<file path="src/rtl/mac_sequencer_if.sv">
`default_nettype none
//------------------------------------------------------------------------------
// Module   : mac_sequencer_if
// Brief    : Command, operand stream and result stream bundle for mac_sequencer.
// Revision : 1.0
//------------------------------------------------------------------------------
interface mac_sequencer_if #(
  parameter int DATA_W = 8,
  parameter int LEN_W  = 8
) ();
  localparam int ACC_W = 2*DATA_W + LEN_W;

  logic              start;
  logic [LEN_W-1:0]  len;
  logic [DATA_W-1:0] bias;
  logic              busy;
  logic              in_valid;
  logic              in_ready;
  logic [DATA_W-1:0] a;
  logic [DATA_W-1:0] b;
  logic              out_valid;
  logic              out_ready;
  logic [ACC_W-1:0]  result;

  modport master (
    output start, len, bias, in_valid, a, b, out_ready,
    input  busy, in_ready, out_valid, result
  );

  modport slave (
    input  start, len, bias, in_valid, a, b, out_ready,
    output busy, in_ready, out_valid, result
  );
endinterface
`default_nettype wire

</file>
<file path="src/rtl/mac_sequencer.sv">
`default_nettype none
//------------------------------------------------------------------------------
// Module   : mac_sequencer
// Brief    : Sequences an unsigned two-stage multiply-add over a vector onto a bias.
// Revision : 1.0
//------------------------------------------------------------------------------
module mac_sequencer #(
  parameter int DATA_W = 8,
  parameter int LEN_W  = 8
) (
  input  wire logic      clk,
  input  wire logic      rst,
  mac_sequencer_if.slave bus
);
  localparam int ACC_W = 2*DATA_W + LEN_W;

  typedef enum logic [1:0] {
    S_IDLE  = 2'd0,
    S_RUN   = 2'd1,
    S_DRAIN = 2'd2,
    S_HOLD  = 2'd3
  } state_t;

  state_t              r_state;
  state_t              w_state_nxt;
  logic [LEN_W-1:0]    r_len;
  logic [LEN_W-1:0]    r_count;
  logic [DATA_W-1:0]   r_a;
  logic [DATA_W-1:0]   r_b;
  logic                r_v1;
  logic [ACC_W-1:0]    r_acc;

  logic                w_start;
  logic                w_len_zero;
  logic                w_accept;
  logic                w_last;
  logic [2*DATA_W-1:0] w_prod;
  logic [ACC_W-1:0]    w_prod_ext;
  logic [ACC_W-1:0]    w_bias_ext;

  assign w_start    = (r_state == S_IDLE) && bus.start;
  assign w_len_zero = (bus.len == '0);
  assign w_accept   = (r_state == S_RUN) && bus.in_valid;
  assign w_last     = w_accept && (r_count == (r_len - LEN_W'(1)));
  assign w_prod     = r_a * r_b;
  assign w_prod_ext = {{LEN_W{1'b0}}, w_prod};
  assign w_bias_ext = {{(ACC_W-DATA_W){1'b0}}, bus.bias};

  always_ff @(posedge clk or posedge rst) begin
    if (rst) begin
      r_state <= S_IDLE;
    end else begin
      r_state <= w_state_nxt;
    end
  end

  always_comb begin
    w_state_nxt = r_state;
    case (r_state)
      S_IDLE: begin
        if (w_start) begin
          w_state_nxt = w_len_zero ? S_HOLD : S_RUN;
        end
      end
      S_RUN: begin
        if (w_last) begin
          w_state_nxt = S_DRAIN;
        end
      end
      S_DRAIN: begin
        w_state_nxt = S_HOLD;
      end
      S_HOLD: begin
        if (bus.out_ready) begin
          w_state_nxt = S_IDLE;
        end
      end
      default: begin
        w_state_nxt = S_IDLE;
      end
    endcase
  end

  // Stage 1 registers the accepted pair; stage 2 folds the previous product into acc.
  always_ff @(posedge clk or posedge rst) begin
    if (rst) begin
      r_len   <= '0;
      r_count <= '0;
      r_a     <= '0;
      r_b     <= '0;
      r_v1    <= 1'b0;
      r_acc   <= '0;
    end else begin
      if (w_start) begin
        r_acc   <= w_bias_ext;
        r_count <= '0;
        if (!w_len_zero) begin
          r_len <= bus.len;
        end
      end else if (r_v1) begin
        r_acc <= r_acc + w_prod_ext;
      end

      if (w_accept) begin
        r_a     <= bus.a;
        r_b     <= bus.b;
        r_count <= r_count + LEN_W'(1);
      end
      r_v1 <= w_accept;
    end
  end

  assign bus.in_ready  = (r_state == S_RUN);
  assign bus.out_valid = (r_state == S_HOLD);
  assign bus.busy      = (r_state != S_IDLE);
  assign bus.result    = r_acc;

endmodule
`default_nettype wire

</file>
<file path="src/flat_wrapper.sv">
// flat-port wrapper written by rule: the top's interface ports become plain ports
module mac_sequencer_flat 
#(
  parameter int DATA_W = 8,
  parameter int LEN_W  = 8
)
  (clk, rst, bus_start, bus_len, bus_bias, bus_in_valid, bus_a, bus_b, bus_out_ready, bus_busy, bus_in_ready, bus_out_valid, bus_result);
  mac_sequencer_if #(.DATA_W(DATA_W), .LEN_W(LEN_W)) bus_i ();
  input  wire logic clk;
  input  wire logic rst;
  input wire logic [$bits(bus_i.start)-1:0] bus_start;
  input wire logic [$bits(bus_i.len)-1:0] bus_len;
  input wire logic [$bits(bus_i.bias)-1:0] bus_bias;
  input wire logic [$bits(bus_i.in_valid)-1:0] bus_in_valid;
  input wire logic [$bits(bus_i.a)-1:0] bus_a;
  input wire logic [$bits(bus_i.b)-1:0] bus_b;
  input wire logic [$bits(bus_i.out_ready)-1:0] bus_out_ready;
  output wire logic [$bits(bus_i.busy)-1:0] bus_busy;
  output wire logic [$bits(bus_i.in_ready)-1:0] bus_in_ready;
  output wire logic [$bits(bus_i.out_valid)-1:0] bus_out_valid;
  output wire logic [$bits(bus_i.result)-1:0] bus_result;
  assign bus_i.start = bus_start;
  assign bus_i.len = bus_len;
  assign bus_i.bias = bus_bias;
  assign bus_i.in_valid = bus_in_valid;
  assign bus_i.a = bus_a;
  assign bus_i.b = bus_b;
  assign bus_i.out_ready = bus_out_ready;
  assign bus_busy = bus_i.busy;
  assign bus_in_ready = bus_i.in_ready;
  assign bus_out_valid = bus_i.out_valid;
  assign bus_result = bus_i.result;
  mac_sequencer #(.DATA_W(DATA_W), .LEN_W(LEN_W)) u_core (.clk(clk), .rst(rst), .bus(bus_i));
endmodule
</file>
<file path="config.mk">
export PLATFORM = sky130hd
export DESIGN_NAME = mac_sequencer_flat
export DESIGN_NICKNAME = d
export VERILOG_FILES = /design/src/rtl/mac_sequencer_if.sv /design/src/rtl/mac_sequencer.sv /design/src/flat_wrapper.sv
export SDC_FILE = /design/constraint.sdc
export NUM_CORES = 1
export LEC_CHECK = 0
export CELL_PAD_IN_SITES_DETAIL_PLACEMENT = 0
export CELL_PAD_IN_SITES_GLOBAL_PLACEMENT = 2
export CORE_MARGIN = 4
export CORE_UTILIZATION = 35
export DETAILED_ROUTE_END_ITERATION = 10
export GPL_TIMING_DRIVEN = 0
export HOLD_SLACK_MARGIN = 0.15
export PLACE_DENSITY = 0.88
export SYNTH_ARGS = -nofsm -noshare
export SYNTH_HDL_FRONTEND = slang
export SYNTH_SLANG_ARGS = --single-unit
</file>
<file path="constraint.sdc">
create_clock -name clk -period 5.9 [get_ports clk]
set_input_delay 0.885 -clock clk [delete_from_list [all_inputs] [get_ports clk]]
set_output_delay 0.885 -clock clk [all_outputs]
set_load 0.05 [all_outputs]
</file>
Figure 1. I/O pins on the die edge.
Pins as bars across the die edge, other pins in gray.
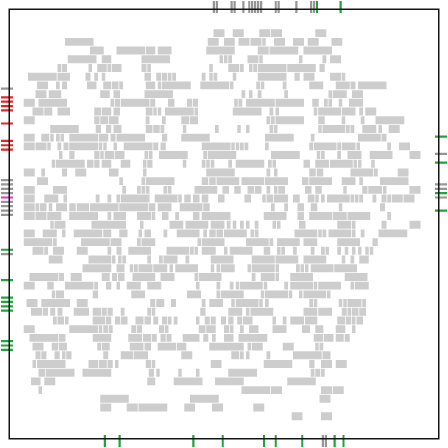
green -> `bus_result`  # pins 24, direction output, edge 9 south, 9 west, 4 east, 2 north
magenta -> `bus_out_ready`  # pins 1, direction input, edge west
red -> `bus_len`  # pins 8, direction input, edge west

Figure 2. Wiring by layer.
Bar = 50 um.
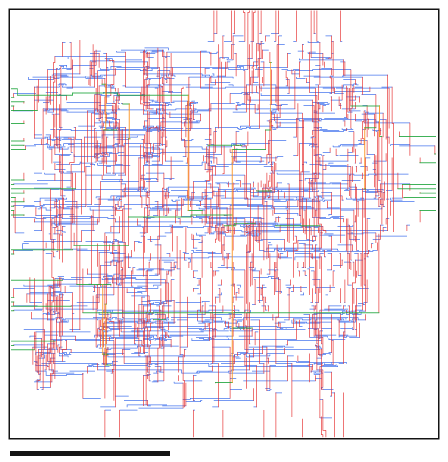
green -> met3  # wire length 511 um
red -> met2  # wire length 6510 um
orange -> met4  # wire length 224 um
blue -> met1  # wire length 6080 um
routed len/inst: 14.4 um
drt total wl: 13300 um
vias post-DR: 4395
GRT Util Overall: 15.7%

==> out/qor.csv <==
stage,metric,value,unit
final_timing,clk_skew,0.0124,ns
clock_network,setup bufs post-CTS,0,
logic_synthesis,Mapped Cells,635,
critical_path,crit path DRT,6.15,ns
logic_synthesis,top cells by area,"dfrtp_1 (27%), fa_1 (18%), ha_1 (11%), nand2_1 (7.7%), inv_1 (7.5%)",
clock_network,CTS Hold Buffers Added,0,
status,outcome,finished clean,
critical_path,Worst Setup Start Kind,flop,
cells_and_area,clock buffers,12,
floorplanning,Horiz. Die Dim,134,um
critical_path,buffers plus inverters on the worst setup path,3,
final_timing,final hold slack,0.541,ns
cells_and_area,layout cells sized above 1,4.20,%
critical_path,"most used cell, CP",fa_1,
cells_and_area,Seq area share,21.8,%
logic_synthesis,Post-Syn Nets,770,
cells_and_area,"Cell Count, Final, Fillers Out",926,
clock_network,post-CTS sizing,0,
final_timing,fin. max-slew vios,0,
critical_path,WP data arrival,5.24,ns
logic_synthesis,yosys stat area,0.00553,sq mm
cells_and_area,most frequent cells in the layout,"nand2_1 (114), inv_1 (110), clkdlybuf4s50_1 (63)",
cells_and_area,dominant kind of cell,logic gates,
clock_network,clk buf depth,2,
cells_and_area,Final clock-cell share,4.73,%
critical_path,crit path max-delay cell type,fa_1,
clock_network,H-tree Lvls,3,
critical_path,reg2reg path depth,16,
cells_and_area,Signal inverters,112,
cells_and_area,fill count,1539,
floorplanning,Well Taps,211,
final_timing,# setup viols final,0,
logic_synthesis,register area share after synthesis,26.7,%
clock_network,Late-Pin Clk Latency,0.34,ns
final_timing,RSZ-0062 raised after global routing,no,
routing,DRC Markers,0,
flow_run,Max-Cap Viols,0,
routing,Routed Antenna Nets,0,
placement,placed insts,910,
cells_and_area,most frequent logic cell in the layout,nand2_1,
clock_network,clock sink count,59,
logic_synthesis,number of synthesized flops with an enable pin,0,
min_path,min-delay worst type,flop to flop,
logic_synthesis,synthesized area,0.00553,sq mm
## final timing paths
kind	start	endpoint	slack, ns
max in group asynchronous	rst	u_core.bus.result[1]	4.36
worst min register to register	u_core.r_len[7]	u_core.r_len[7]	0.54
worst min-delay path	u_core.r_len[7]	u_core.r_len[7]	0.54
worst max-delay path	u_core.r_a[5]	u_core.bus.result[23]	0.91
worst max register to register	u_core.r_a[5]	u_core.bus.result[23]	0.91
min in group asynchronous	rst	u_core.bus.result[23]	0.94
## layer usage
layer | share of wire [%] | routed length, um | vias up | GRT usage [%]
li1 | - | - | 2173 | -
met3 | 3.8 | 511 | 20 | 2.83
met4 | 1.7 | 224 | 0 | 6.34
met1 | 46 | 6080 | 2127 | 20.5
met5 | 0 | 0 | - | 0
met2 | 49 | 6510 | 75 | 25.8
## worst min-delay path: cells and delay by family, from the launching register on
family           cells  cell delay, ns
flip-flops           1            0.36
AND-OR/OR-AND        1            0.09
AND/OR/NAND/NOR      1            0.06
## flip-flops by register name, indices dropped and copies added (netlist names)
signal / count
u_core.r_len: 8
u_core.r_state: 2
u_core.r_v1: 1
u_core.r_count: 8
u_core.bus.result: 24
u_core.r_b: 8
u_core.r_a: 8
## logic make-up after synthesis
family | Yosys count | share of synthesized area, %
AND/OR/NAND/NOR | 220 | 18.3
multiplexers | 16 | 2.96
AND-OR/OR-AND | 92 | 10.5
flip-flops | 59 | 26.7
XOR/XNOR | 20 | 3.17
adder cells (fa/ha/maj) | 98 | 29.0
buffers and inverters | 130 | 9.39
